==> images/layer_met1.png <==
Drawn at 6 px/µm. Supply wires on this layer in gray. Cells faint in the background.
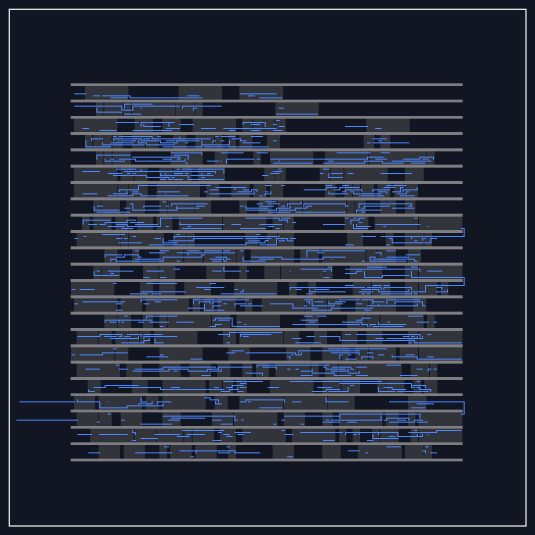
==> images/layer_met2.png <==
Drawn at 6 px/µm.
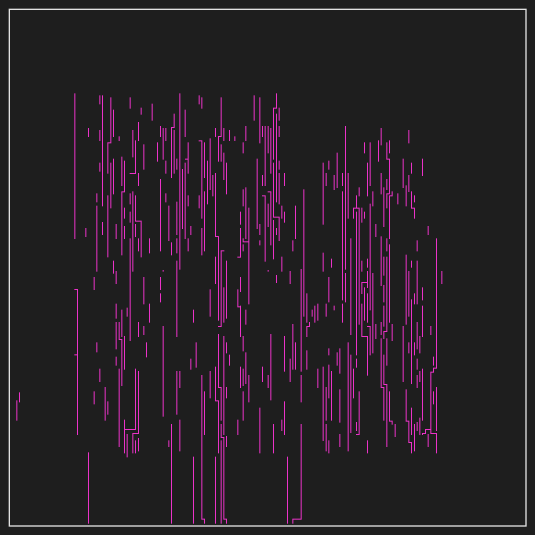
==> images/layer_met3.png <==
Drawn at 6 px/µm. Cells faint in the background.
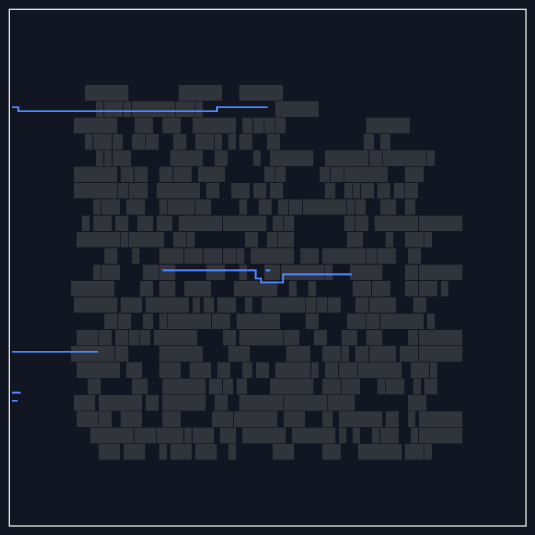
==> images/clk_routes.png <==
Drawn at 3 px/µm.
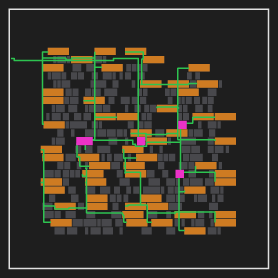
[config.mk]
export PLATFORM = sky130hd
export DESIGN_NAME = switch_conditioner
export DESIGN_NICKNAME = d
export VERILOG_FILES = /design/src/rtl/blinky_pkg.sv /design/src/rtl/debounce_channel.sv /design/src/rtl/switch_conditioner.sv
export SDC_FILE = /design/constraint.sdc
export NUM_CORES = 1
export LEC_CHECK = 0
export CAP_MARGIN = 20
export CORE_MARGIN = 10
export CORE_UTILIZATION = 55
export CTS_BUF_LIST = sky130_fd_sc_hd__clkbuf_4
export CTS_CLUSTER_SIZE = 25
export DETAILED_ROUTE_END_ITERATION = 6
export PLACE_DENSITY_LB_ADDON = 0.12
export SYNTH_ARGS = -nofsm -noshare
export SYNTH_HDL_FRONTEND = slang
export SYNTH_HIERARCHICAL = 1
export SYNTH_SLANG_ARGS = --single-unit
[constraint.sdc]
create_clock -name clk -period 1.97 [get_ports clk]
set_input_delay 0.394 -clock clk [delete_from_list [all_inputs] [get_ports clk]]
set_output_delay 0.394 -clock clk [all_outputs]
set_load 0.02 [all_outputs]
[src/rtl/blinky_pkg.sv]
// Shared constants and types for the blinky cart.
// Holds the pattern-mode width/type consumed by both switch_conditioner and
// blinky, plus the default debounce length (10 ms at 125 MHz).
package blinky_pkg;

   localparam int unsigned MODE_W                  = 2;
   localparam int unsigned DEBOUNCE_CYCLES_DEFAULT = 1250000;

   typedef logic [MODE_W-1:0] mode_t;

endpackage

[src/rtl/debounce_channel.sv]
// One switch channel: synchroniser chain, debounce counter and edge pulses.
// Ports:
//   clk, reset : system clock, synchronous active-high reset
//   raw_in     : asynchronous switch input
//   level      : debounced level
//   rise, fall : one-cycle registered pulses on level 0->1 / 1->0
module debounce_channel
   import blinky_pkg::*;
#(
   parameter int unsigned SYNC_STAGES     = 2,
   parameter int unsigned DEBOUNCE_CYCLES = DEBOUNCE_CYCLES_DEFAULT
) (
   input  logic clk,
   input  logic reset,
   input  logic raw_in,
   output logic level,
   output logic rise,
   output logic fall
);

   localparam int unsigned      CNT_W    = $clog2(DEBOUNCE_CYCLES);
   localparam logic [CNT_W-1:0] CNT_LAST = CNT_W'(DEBOUNCE_CYCLES - 1);

   logic [SYNC_STAGES-1:0] sync_chain;
   logic                   sync_q;
   logic [CNT_W-1:0]       count;

   assign sync_q = sync_chain[SYNC_STAGES-1];

   // Plain flop chain; bit 0 samples the asynchronous input.
   always_ff @(posedge clk) begin
      if (reset) begin
         sync_chain <= '0;
      end else begin
         sync_chain <= {sync_chain[SYNC_STAGES-2:0], raw_in};
      end
   end

   // Accept a new value only after it has differed from level for
   // DEBOUNCE_CYCLES consecutive cycles; any agreeing cycle restarts the count.
   always_ff @(posedge clk) begin
      if (reset) begin
         count <= '0;
         level <= 1'b0;
         rise  <= 1'b0;
         fall  <= 1'b0;
      end else begin
         rise <= 1'b0;
         fall <= 1'b0;
         if (sync_q == level) begin
            count <= '0;
         end else if (count == CNT_LAST) begin
            count <= '0;
            level <= sync_q;
            rise  <= sync_q;
            fall  <= ~sync_q;
         end else begin
            count <= count + CNT_W'(1);
         end
      end
   end

endmodule

[src/rtl/switch_conditioner.sv]
// Conditions the raw board switches for the LED logic and keeps the
// pattern-mode register: switch 0 steps the mode, switch 1 clears it.
// Ports:
//   clk, reset   : system clock, synchronous active-high reset
//   sw_in        : raw asynchronous switches
//   sw_level     : debounced levels
//   sw_rise/fall : one-cycle pulses on debounced edges
//   mode         : current pattern mode
//   mode_changed : one-cycle pulse in the cycle mode takes a new value
module switch_conditioner
   import blinky_pkg::*;
#(
   parameter int unsigned NUM_SW          = 2,
   parameter int unsigned SYNC_STAGES     = 2,
   parameter int unsigned DEBOUNCE_CYCLES = DEBOUNCE_CYCLES_DEFAULT
) (
   input  logic              clk,
   input  logic              reset,
   input  logic [NUM_SW-1:0] sw_in,
   output logic [NUM_SW-1:0] sw_level,
   output logic [NUM_SW-1:0] sw_rise,
   output logic [NUM_SW-1:0] sw_fall,
   output logic [MODE_W-1:0] mode,
   output logic              mode_changed
);

   // One independent conditioner per switch.
   for (genvar g = 0; g < NUM_SW; g++) begin : g_ch
      debounce_channel #(
         .SYNC_STAGES    (SYNC_STAGES),
         .DEBOUNCE_CYCLES(DEBOUNCE_CYCLES)
      ) u_ch (
         .clk   (clk),
         .reset (reset),
         .raw_in(sw_in[g]),
         .level (sw_level[g]),
         .rise  (sw_rise[g]),
         .fall  (sw_fall[g])
      );
   end

   // Clear has priority over step; clearing an already-zero mode is not a change.
   always_ff @(posedge clk) begin
      if (reset) begin
         mode         <= '0;
         mode_changed <= 1'b0;
      end else begin
         mode_changed <= 1'b0;
         if (sw_rise[1]) begin
            mode         <= '0;
            mode_changed <= (mode != '0);
         end else if (sw_rise[0]) begin
            mode         <= mode + MODE_W'(1);
            mode_changed <= 1'b1;
         end
      end
   end

endmodule

==> ci_impl_report.md <==
### Metrics collected by this job

| Metric | Value |
|---|---|
| Status | finished, final reports clean |
| CP startpoint | g_ch[1].u_ch/rise$_SDFF_PP0_ |
| Reg2Reg Depth | 5 |
| 1st-iter DRT viols | 50 |
| Avg Vias per Cell | 5.46 |
| Top cells by area | dfxtp_1, xor2_1, nor2_1 |
| Most frequent cell after synthesis | dfxtp_1 |
| Setup Fix Bufs, Post-CTS | 0 |
| First-pass DRT Iterations | 3 |
| Largest net degree at the start of global routing | 21 |
| Max Slew Vio Count | 0 |
| Yosys top cell by area | dfxtp_1 |
| CTS Hold Buffers Added | 0 |
| Critical Path End | sw_rise[1] |
| Worst hold slack | 0.452 ns |
| Worst-margin pin slew | 0.344 ns |
| Clk buf depth | 2 |
| Clock Tree Root | clkbuf_4 |
| RSZ-0062 raised after global routing | no |
| Hold violation total from the final report | 0 |
| Most frequent cells in the layout | dfxtp_1, nor2_1, xor2_1, nand4_1 |
| Grt ovf | 0 |
| Reg2reg setup slack | 0.16 ns |
| Worst Clk Skew | 0.0111 ns |
| Cells after synthesis | 254 |
| Total Routing Usage GR | 0.120 |
| Chip width | 85.9 µm |
| Area Growth Syn to Fin | 10.2% |
| Top delay family on crit path | buffers and inverters |
| Sink Count | 55 |
| Chip area line of the yosys report | 0.00239 mm² |
## Picture notes: layer_met1.png
share of all routed wire	50%
wire length on this layer	2020 µm

## Picture notes: layer_met2.png
share of all routed wire	47%
main direction	vertical
nets with wire on the layer	226
wire length on this layer	1910 µm
via count: 1752
Post-Route WL: 4.05 mm
grt met2 use: 0.198

## Picture notes: layer_met3.png
wire length on this layer	94.5 µm
share of all routed wire	2.3%
nets with wire on the layer	5
main direction	horizontal
longest straight run	33.1 µm
met3 GRT Util: 0.0331

## Picture notes: clk_routes.png
[clock drivers] magenta | count: 5
[clock wires] green | length: 536 µm
[flip-flops] orange | count: 55
routed clock nets	6

-- kinds of logic after synthesis --
| family | synth area share |
|---|---|
| and+or+nand+nor | 0.319 |
| DFF | 0.461 |
| xor gates and xnor gates | 0.106 |
| AOI/OAI and AO/OA | 0.0566 |
| buffers and inverters | 0.0283 |
| muxes | 0.0126 |
| adders and majority gates | 0.0157 |
-- routing by layer --
layer / global-route usage / routed length [µm] / vias to the layer above
met5: 0 / 0 / -
met1: 0.151 / 2020 / 808
met2: 0.198 / 1910 / 7
li1: - / - / 935
met4: 0.0314 / 27 / 0
met3: 0.0331 / 94 / 2
-- worst register-to-register path: cells and delay by family (launching register included) --
kind,cells,cell delay [ns]
and+or+nand+nor,4,1.12
DFF,1,0.40
adders and majority gates,1,0.20
-- report_power, final --
| group | internal [mW] | total (mW) | switching (mW) |
|---|---|---|---|
| Sequential | 1.12 | 1.12 | 0.00233 |
| Combinational | 0.0157 | 0.0309 | 0.0152 |
| Clock | 0.132 | 0.445 | 0.313 |
| Total | 1.27 | 1.60 | 0.331 |
-- flip-flops by register name, indices dropped and copies added, names as in the netlist --
name and flops:
g_ch.u_ch/rise 2, g_ch.u_ch/sync_chain 4, g_ch.u_ch/fall 2, mode_changed 1, g_ch.u_ch/count 42, g_ch.u_ch/level 2, mode 2
-- per-stage QoR --
stage          power, mW  setup slack [ns]  area (µm²)
5_1_grt             1.67            0.0130        2630
3_3_place_gp        1.18             0.215        2580
6_report            1.60             0.106        2630
3_5_place_dp        1.18             0.178        2580
4_1_cts             1.63            0.0676        2630
2_1_floorplan       1.16             0.298        2390
-- cell type report --
cell class,count,area share
timing repair buffer,19,0.0657
sequential,55,0.419
clock buffer,5,0.0143
clock inverter,3,0.00571
tap,50,0.0238
inverter,2,0.00285
multi-input combinational,187,0.469
Power figures rest on the tool's default switching activity, not on a simulated workload.
